### PDN straps and rails

The bar under the picture is 50 um long. Pins as bars on the die edge. Tap cells in grey.
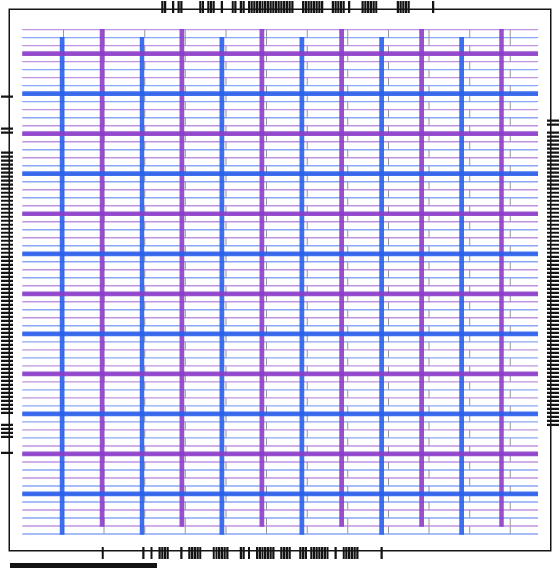
### Placed cells, one colour a class

The bar under the picture is 50 um long.
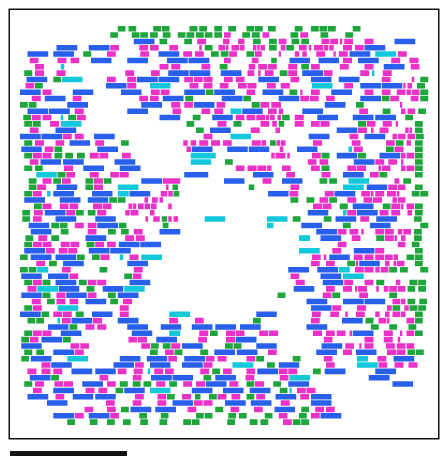
### Routed clock nets over the placement

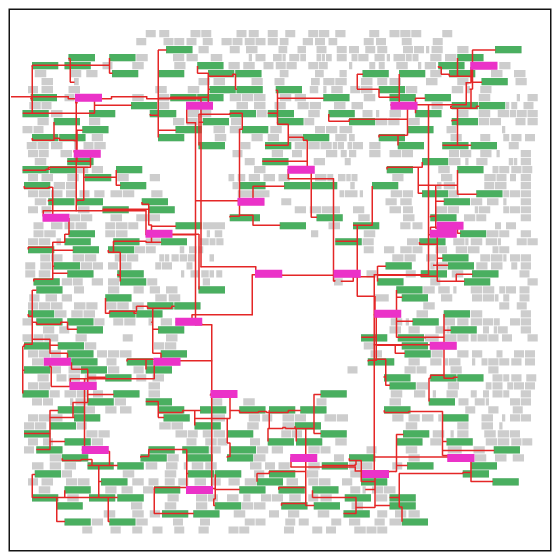
### Wiring by layer

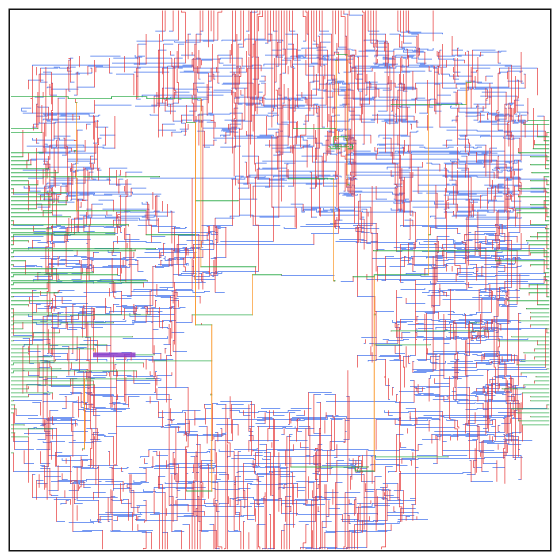
### Track usage over the die

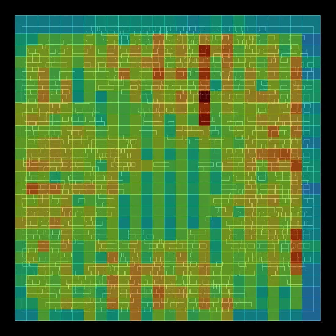
File: src/rtl/cpu_params_pkg.sv
// Global CPU sizing constants shared by the pipeline blocks.
package cpu_params_pkg;
   localparam int PC_SZ   = 32;
   localparam int RSZ     = 32;
   localparam int GPR_ASZ = 5;
endpackage

File: src/rtl/cpu_structs_pkg.sv
// Record types passed between pipeline stages, plus the bypass match helper.
package cpu_structs_pkg;
   import cpu_params_pkg::*;

   typedef enum logic [1:0] {
      MOP_NONE  = 2'd0,
      MOP_LOAD  = 2'd1,
      MOP_STORE = 2'd2
   } mem_op_e;

   typedef struct packed {
      logic [PC_SZ-1:0]   pc;
      logic               rd_wr;
      logic [GPR_ASZ-1:0] rd_addr;
      logic [RSZ-1:0]     rd_data;
      mem_op_e            mem_op;
      logic [1:0]         ls_size;
      logic [RSZ-1:0]     st_data;
   } exe_res_t;

   // Loads are excluded: their rd_data is only known after the MEM stage.
   function automatic logic fwd_match(input exe_res_t e, input logic [GPR_ASZ-1:0] addr);
      return e.rd_wr && (e.mem_op != MOP_LOAD) && (e.rd_addr == addr) && (addr != '0);
   endfunction
endpackage

File: src/rtl/exe_result_buf_if.sv
// Handshake and bypass signals between the functional units, the result buffer and MEM.
interface exe_result_buf_if
   import cpu_structs_pkg::*;
#(
   parameter int RSZ     = cpu_params_pkg::RSZ,
   parameter int GPR_ASZ = cpu_params_pkg::GPR_ASZ
);
   logic               exe_valid;
   logic               exe_ready;
   exe_res_t           exe_res;
   logic               mem_valid;
   logic               mem_ready;
   exe_res_t           mem_res;
   logic               flush;
   logic [GPR_ASZ-1:0] fwd_addr;
   logic               fwd_hit;
   logic [RSZ-1:0]     fwd_data;
   logic [1:0]         occ;

   modport slave (
      input  exe_valid, exe_res, mem_ready, flush, fwd_addr,
      output exe_ready, mem_valid, mem_res, fwd_hit, fwd_data, occ
   );

   modport master (
      output exe_valid, exe_res, mem_ready, flush, fwd_addr,
      input  exe_ready, mem_valid, mem_res, fwd_hit, fwd_data, occ
   );
endinterface

File: src/rtl/res_fifo2.sv
// Two-entry in-order FIFO of an arbitrary packed record; exposes both slots for bypassing.
module res_fifo2 #(
   parameter type T = logic [7:0]
) (
   input  logic       clk,
   input  logic       reset,
   input  logic       push_i,
   input  logic       pop_i,
   input  logic       flush_i,
   input  T           wdata_i,
   output T           head_o,
   output T           next_o,
   output logic [1:0] occ_o
);
   logic       rd_ptr_q, rd_ptr_d;
   logic       wr_ptr_q, wr_ptr_d;
   logic [1:0] occ_q, occ_d;
   logic       push, pop;
   logic [1:0] we;
   T           mem_q [2];

   always_comb begin
      push     = push_i && (occ_q != 2'd2);
      pop      = pop_i && (occ_q != 2'd0);
      rd_ptr_d = rd_ptr_q;
      wr_ptr_d = wr_ptr_q;
      occ_d    = occ_q;
      we       = '0;
      // Flush wins over everything, including a push arriving in the same cycle.
      if (flush_i) begin
         rd_ptr_d = 1'b0;
         wr_ptr_d = 1'b0;
         occ_d    = 2'd0;
      end else begin
         if (push) begin
            we[wr_ptr_q] = 1'b1;
            wr_ptr_d     = ~wr_ptr_q;
         end
         if (pop) begin
            rd_ptr_d = ~rd_ptr_q;
         end
         case ({push, pop})
            2'b10:   occ_d = occ_q + 2'd1;
            2'b01:   occ_d = occ_q - 2'd1;
            default: occ_d = occ_q;
         endcase
      end
   end

   always_ff @(posedge clk or posedge reset) begin
      if (reset) begin
         rd_ptr_q <= 1'b0;
         wr_ptr_q <= 1'b0;
         occ_q    <= 2'd0;
      end else begin
         rd_ptr_q <= rd_ptr_d;
         wr_ptr_q <= wr_ptr_d;
         occ_q    <= occ_d;
      end
   end

   for (genvar gi = 0; gi < 2; gi++) begin : g_slot
      always_ff @(posedge clk or posedge reset) begin
         if (reset) begin
            mem_q[gi] <= '0;
         end else if (we[gi]) begin
            mem_q[gi] <= wdata_i;
         end
      end
   end

   // With two slots the younger entry always sits opposite the read pointer.
   assign head_o = mem_q[rd_ptr_q];
   assign next_o = mem_q[~rd_ptr_q];
   assign occ_o  = occ_q;
endmodule

File: src/rtl/exe_result_buf.sv
// Execute-result buffer: 2-deep FIFO toward MEM with register bypass from buffered results.
module exe_result_buf
   import cpu_structs_pkg::*;
#(
   parameter int PC_SZ   = cpu_params_pkg::PC_SZ,
   parameter int RSZ     = cpu_params_pkg::RSZ,
   parameter int GPR_ASZ = cpu_params_pkg::GPR_ASZ
) (
   input  logic             clk,
   input  logic             reset,
   exe_result_buf_if.slave  bus
);
   if ($bits(exe_res_t) != PC_SZ + 1 + GPR_ASZ + 2 * RSZ + 4) begin : g_cfg_err
      $error("exe_result_buf parameters disagree with exe_res_t layout");
   end

   exe_res_t   head, next;
   logic [1:0] occ;
   logic       old_hit, young_hit;

   res_fifo2 #(.T(exe_res_t)) u_fifo (
      .clk     (clk),
      .reset   (reset),
      .push_i  (bus.exe_valid),
      .pop_i   (bus.mem_ready),
      .flush_i (bus.flush),
      .wdata_i (bus.exe_res),
      .head_o  (head),
      .next_o  (next),
      .occ_o   (occ)
   );

   // Ready depends only on state and reset, never on mem_ready.
   assign bus.exe_ready = !reset && (occ != 2'd2);
   assign bus.mem_valid = (occ != 2'd0);
   assign bus.mem_res   = head;
   assign bus.occ       = occ;

   always_comb begin
      old_hit   = (occ != 2'd0) && fwd_match(head, bus.fwd_addr);
      young_hit = (occ == 2'd2) && fwd_match(next, bus.fwd_addr);
      bus.fwd_hit  = old_hit || young_hit;
      bus.fwd_data = '0;
      if (young_hit) begin
         bus.fwd_data = next.rd_data;
      end else if (old_hit) begin
         bus.fwd_data = head.rd_data;
      end
   end
endmodule

File: src/flat_wrapper.sv
// flat-port wrapper written by rule: the top's interface ports become plain ports
module exe_result_buf_flat import cpu_structs_pkg::*;
#(
   parameter int PC_SZ   = cpu_params_pkg::PC_SZ,
   parameter int RSZ     = cpu_params_pkg::RSZ,
   parameter int GPR_ASZ = cpu_params_pkg::GPR_ASZ
)
  (clk, reset, bus_exe_valid, bus_exe_res, bus_mem_ready, bus_flush, bus_fwd_addr, bus_exe_ready, bus_mem_valid, bus_mem_res, bus_fwd_hit, bus_fwd_data, bus_occ);
  exe_result_buf_if #(.RSZ(RSZ), .GPR_ASZ(GPR_ASZ)) bus_i ();
  input  logic clk;
  input  logic reset;
  input wire logic [$bits(bus_i.exe_valid)-1:0] bus_exe_valid;
  input wire logic [$bits(bus_i.exe_res)-1:0] bus_exe_res;
  input wire logic [$bits(bus_i.mem_ready)-1:0] bus_mem_ready;
  input wire logic [$bits(bus_i.flush)-1:0] bus_flush;
  input wire logic [$bits(bus_i.fwd_addr)-1:0] bus_fwd_addr;
  output wire logic [$bits(bus_i.exe_ready)-1:0] bus_exe_ready;
  output wire logic [$bits(bus_i.mem_valid)-1:0] bus_mem_valid;
  output wire logic [$bits(bus_i.mem_res)-1:0] bus_mem_res;
  output wire logic [$bits(bus_i.fwd_hit)-1:0] bus_fwd_hit;
  output wire logic [$bits(bus_i.fwd_data)-1:0] bus_fwd_data;
  output wire logic [$bits(bus_i.occ)-1:0] bus_occ;
  assign bus_i.exe_valid = bus_exe_valid;
  assign bus_i.exe_res = bus_exe_res;
  assign bus_i.mem_ready = bus_mem_ready;
  assign bus_i.flush = bus_flush;
  assign bus_i.fwd_addr = bus_fwd_addr;
  assign bus_exe_ready = bus_i.exe_ready;
  assign bus_mem_valid = bus_i.mem_valid;
  assign bus_mem_res = bus_i.mem_res;
  assign bus_fwd_hit = bus_i.fwd_hit;
  assign bus_fwd_data = bus_i.fwd_data;
  assign bus_occ = bus_i.occ;
  exe_result_buf #(.PC_SZ(PC_SZ), .RSZ(RSZ), .GPR_ASZ(GPR_ASZ)) u_core (.clk(clk), .reset(reset), .bus(bus_i));
endmodule
File: config.mk
export PLATFORM = sky130hd
export DESIGN_NAME = exe_result_buf_flat
export DESIGN_NICKNAME = d
export VERILOG_FILES = /design/src/rtl/cpu_params_pkg.sv /design/src/rtl/cpu_structs_pkg.sv /design/src/rtl/exe_result_buf_if.sv /design/src/rtl/res_fifo2.sv /design/src/rtl/exe_result_buf.sv /design/src/flat_wrapper.sv
export SDC_FILE = /design/constraint.sdc
export NUM_CORES = 1
export LEC_CHECK = 0
export CORE_MARGIN = 4
export CORE_UTILIZATION = 35
export DETAILED_ROUTE_END_ITERATION = 7
export GPL_ROUTABILITY_DRIVEN = 0
export PLACE_DENSITY = 0.65
export SKIP_CTS_REPAIR_TIMING = 1
export SYNTH_ARGS = -nofsm -noshare
export SYNTH_HDL_FRONTEND = slang
export SYNTH_HIERARCHICAL = 1
export SYNTH_SLANG_ARGS = --single-unit
File: constraint.sdc
create_clock -name clk -period 15.92 [get_ports clk]
set_input_delay 4.776 -clock clk [delete_from_list [all_inputs] [get_ports clk]]
set_output_delay 4.776 -clock clk [all_outputs]
set_load 0.02 [all_outputs]
==> run_results.csv <==
group,metric,value,unit
sta,maxSlewHeadroom,24.2,%
layout,lay_top_count,"sky130_fd_sc_hd__mux2_2",
layout,clkbuf_count,37,
drt,met3WireLength,2210,um
setup_path,r2r_start,"u_core/u_fifo/rd_ptr_q$_DFFE_PP0P_",
sta,layout_min_cycle_time,12.63,ns
layout,largestClassByArea,"registers",
drt,drt-initial-drc-count,187,
setup_path,critPathCaptureType,"output pin",
setup_path,critical_path_arrival,7.85,ns
clocking,cts_tree,"yes",
floorplan,io-pin-count,259,
sta,slew_violations,0,
setup_path,r2r_slack,13.35,ns
layout,antennaDiodeCount,0,
placement,buffer_ports.inserted,258,
clocking,clkSlewWorstSetupHoldPaths,0.06,ns
setup_path,critical_path.most_common_cell,"sky130_fd_sc_hd__clkdlybuf4s50_1",
setup_path,path_buffers,3,
grt,grt_pass1_vias,7504,
run,warning_count,28,
layout,combGateArea,4930,um^2
placement,post-dp-hpwl,17600,um
power,p_seq,0.758,mW
layout,lay_top_cells,"sky130_fd_sc_hd__mux2_2 (322), sky130_fd_sc_hd__clkdlybuf4s50_1 (258), sky130_fd_sc_hd__dfrtp_1 (215), sky130_fd_sc_hd__mux2_1 (40)",
drt,drt_pass1_iterations,4,
worst_hold_path,whs_endpoint,"u_core/u_fifo/mem_q[107]$_DFFE_PP0P_",
layout,syn2layout_area_growth,33.7,%
grt,wire_length_of_the_first_global_routing_pass,41600,um
sta,hold_slack,0.482,ns
setup_path,r2r_cells,4,
floorplan,die-area,33700,um^2
drt,routed_wirelength,26200,um
sta,final-hold-violation-count,0,
layout,share_of_post_route_cells_with_drive_strength_above_1,36.8,%
power,comb_power_share,31.6,%
power,power-top-group,"registers",
power,pg_comb,0.606,mW
drt,drt_drc_violations_left,0,
setup_path,timing.rr.end,"u_core/u_fifo/rd_ptr_q$_DFFE_PP0P_",
drt,num_vias,6991,
floorplan,tapcell_count,390,
worst_hold_path,timing.hold.worst.start,"u_core/u_fifo/mem_q[107]$_DFFE_PP0P_",
clocking,numCtsBuffers,25,
setup_path,worst-endpoint-required,11.14,ns
layout,combAreaFraction,34.2,%
status,outcome,"completed",
sta,fin_crit_sh,79.3,%
layout,design.final.nets,1132,
synthesis,synth_area_per_cell,13.9,um^2
power,sequentialPowerShare,39.5,%
grt,largest_net_degree_at_the_start_of_global_routing,144,
power,overall_power,1.92,mW
drt,post_drt_via_cell_ratio,4.91,
power,p_int,1.36,mW
clocking,tritoncts_num_sinks,216,
grt,antenna_violations_before_repair,1,
layout,inv_count,31,
setup_path,worst_setup_path_start_kind,"primary input",
drt,drt.antenna.violating_nets,0,
setup_path,crit_slowest_cell,"sky130_fd_sc_hd__nand2_1",
synthesis,post_synthesis_cell_area,10800,um^2
sta,fmax,79.2,MHz
setup_path,critPathMaxFanout,31,
synthesis,postSynthNetCount,893,
layout,flop_area,5410,um^2
layout,buf_share,18.4,%
layout,clock_area_share,5.58,%
synthesis,synth_cells,777,
sta,fin_ws,3.29,ns
grt,globalRouteMet3Util,5.40,%
setup_path,timing.critical_path.slowest_cell_delay,0.70,ns
clocking,clock_path_buffers,3,
layout,flop-count,216,
placement,placed_cell_area,13600,um^2
placement,dp.cells,1379,
sta,rsz0062_at_grt,"false",
worst_hold_path,hold_class,"flop to flop",
## Picture notes: 'PDN straps and rails'
Purple marks VDD. Blue marks VSS.
12 straps on met4. The core has 63 rows.
core area: 30000 um^2
worst supply voltage drop on vdd: 0.000102 V
Die Span X: 183 um

## Picture notes: 'Placed cells, one colour a class'
Green marks remaining buffers and delay cells, cells 267. Magenta marks remaining logic cells, cells 506. Blue marks sequential cells, cells 216. Cyan marks clock drivers and dummy loads, cells 44.
number of placement rows: 63
Final Cell Area: 14400 um^2
final design utilization: 48.0%
flop share of the area: 37.5%

## Picture notes: 'Routed clock nets over the placement'
Green marks flip-flops, count 216. Magenta marks clock-net drivers, count 25. Red marks clock wires, length 3040 um.
Position of the flops: widely spread. There are 26 routed clock nets.
clock latency on the worst-skew pair: 0.51 ns
clock network power: 0.556 mW
skew final: 0.00854 ns
clock network power share: 29.0%

## Picture notes: 'Wiring by layer'
Purple marks M5, wire length 12.9 um. Orange marks M4, wire length 495 um. Red marks M2, wire length 11800 um. Blue marks M1, wire length 11700 um. Green marks M3, wire length 2210 um.

## Picture notes: 'Track usage over the die'
fraction of met1 tracks used by global routing: 20.1%
post-detailed-route wirelength per cell: 18.4 um
layer with the highest usage after global routing: met2
combined global-route utilization of all metal layers: 15.0%
met2 routing resource usage after global routing: 23.4%

worst max-delay path by stage:
| stage | startpoint | to | cells past startpoint |
|---|---|---|---|
| floorplan | bus_fwd_addr[2] | bus_fwd_data[10] | 6 |
| CTS | bus_fwd_addr[0] | bus_fwd_data[4] | 7 |
| global placement | bus_fwd_addr[0] | bus_fwd_data[28] | 7 |
| finish | bus_fwd_addr[0] | bus_fwd_data[4] | 7 |
| detailed placement | bus_fwd_addr[0] | bus_fwd_data[4] | 7 |
| global route | bus_fwd_addr[0] | bus_fwd_data[5] | 7 |
registers in the layout, indices dropped and copies added (netlist names):
register                cells
u_core/u_fifo/rd_ptr_q      1
u_core/u_fifo/wr_ptr_q      1
u_core/u_fifo/mem_q       212
u_core/u_fifo/occ_o         2
Power figures rest on the tool's default switching activity, not on a simulated workload.
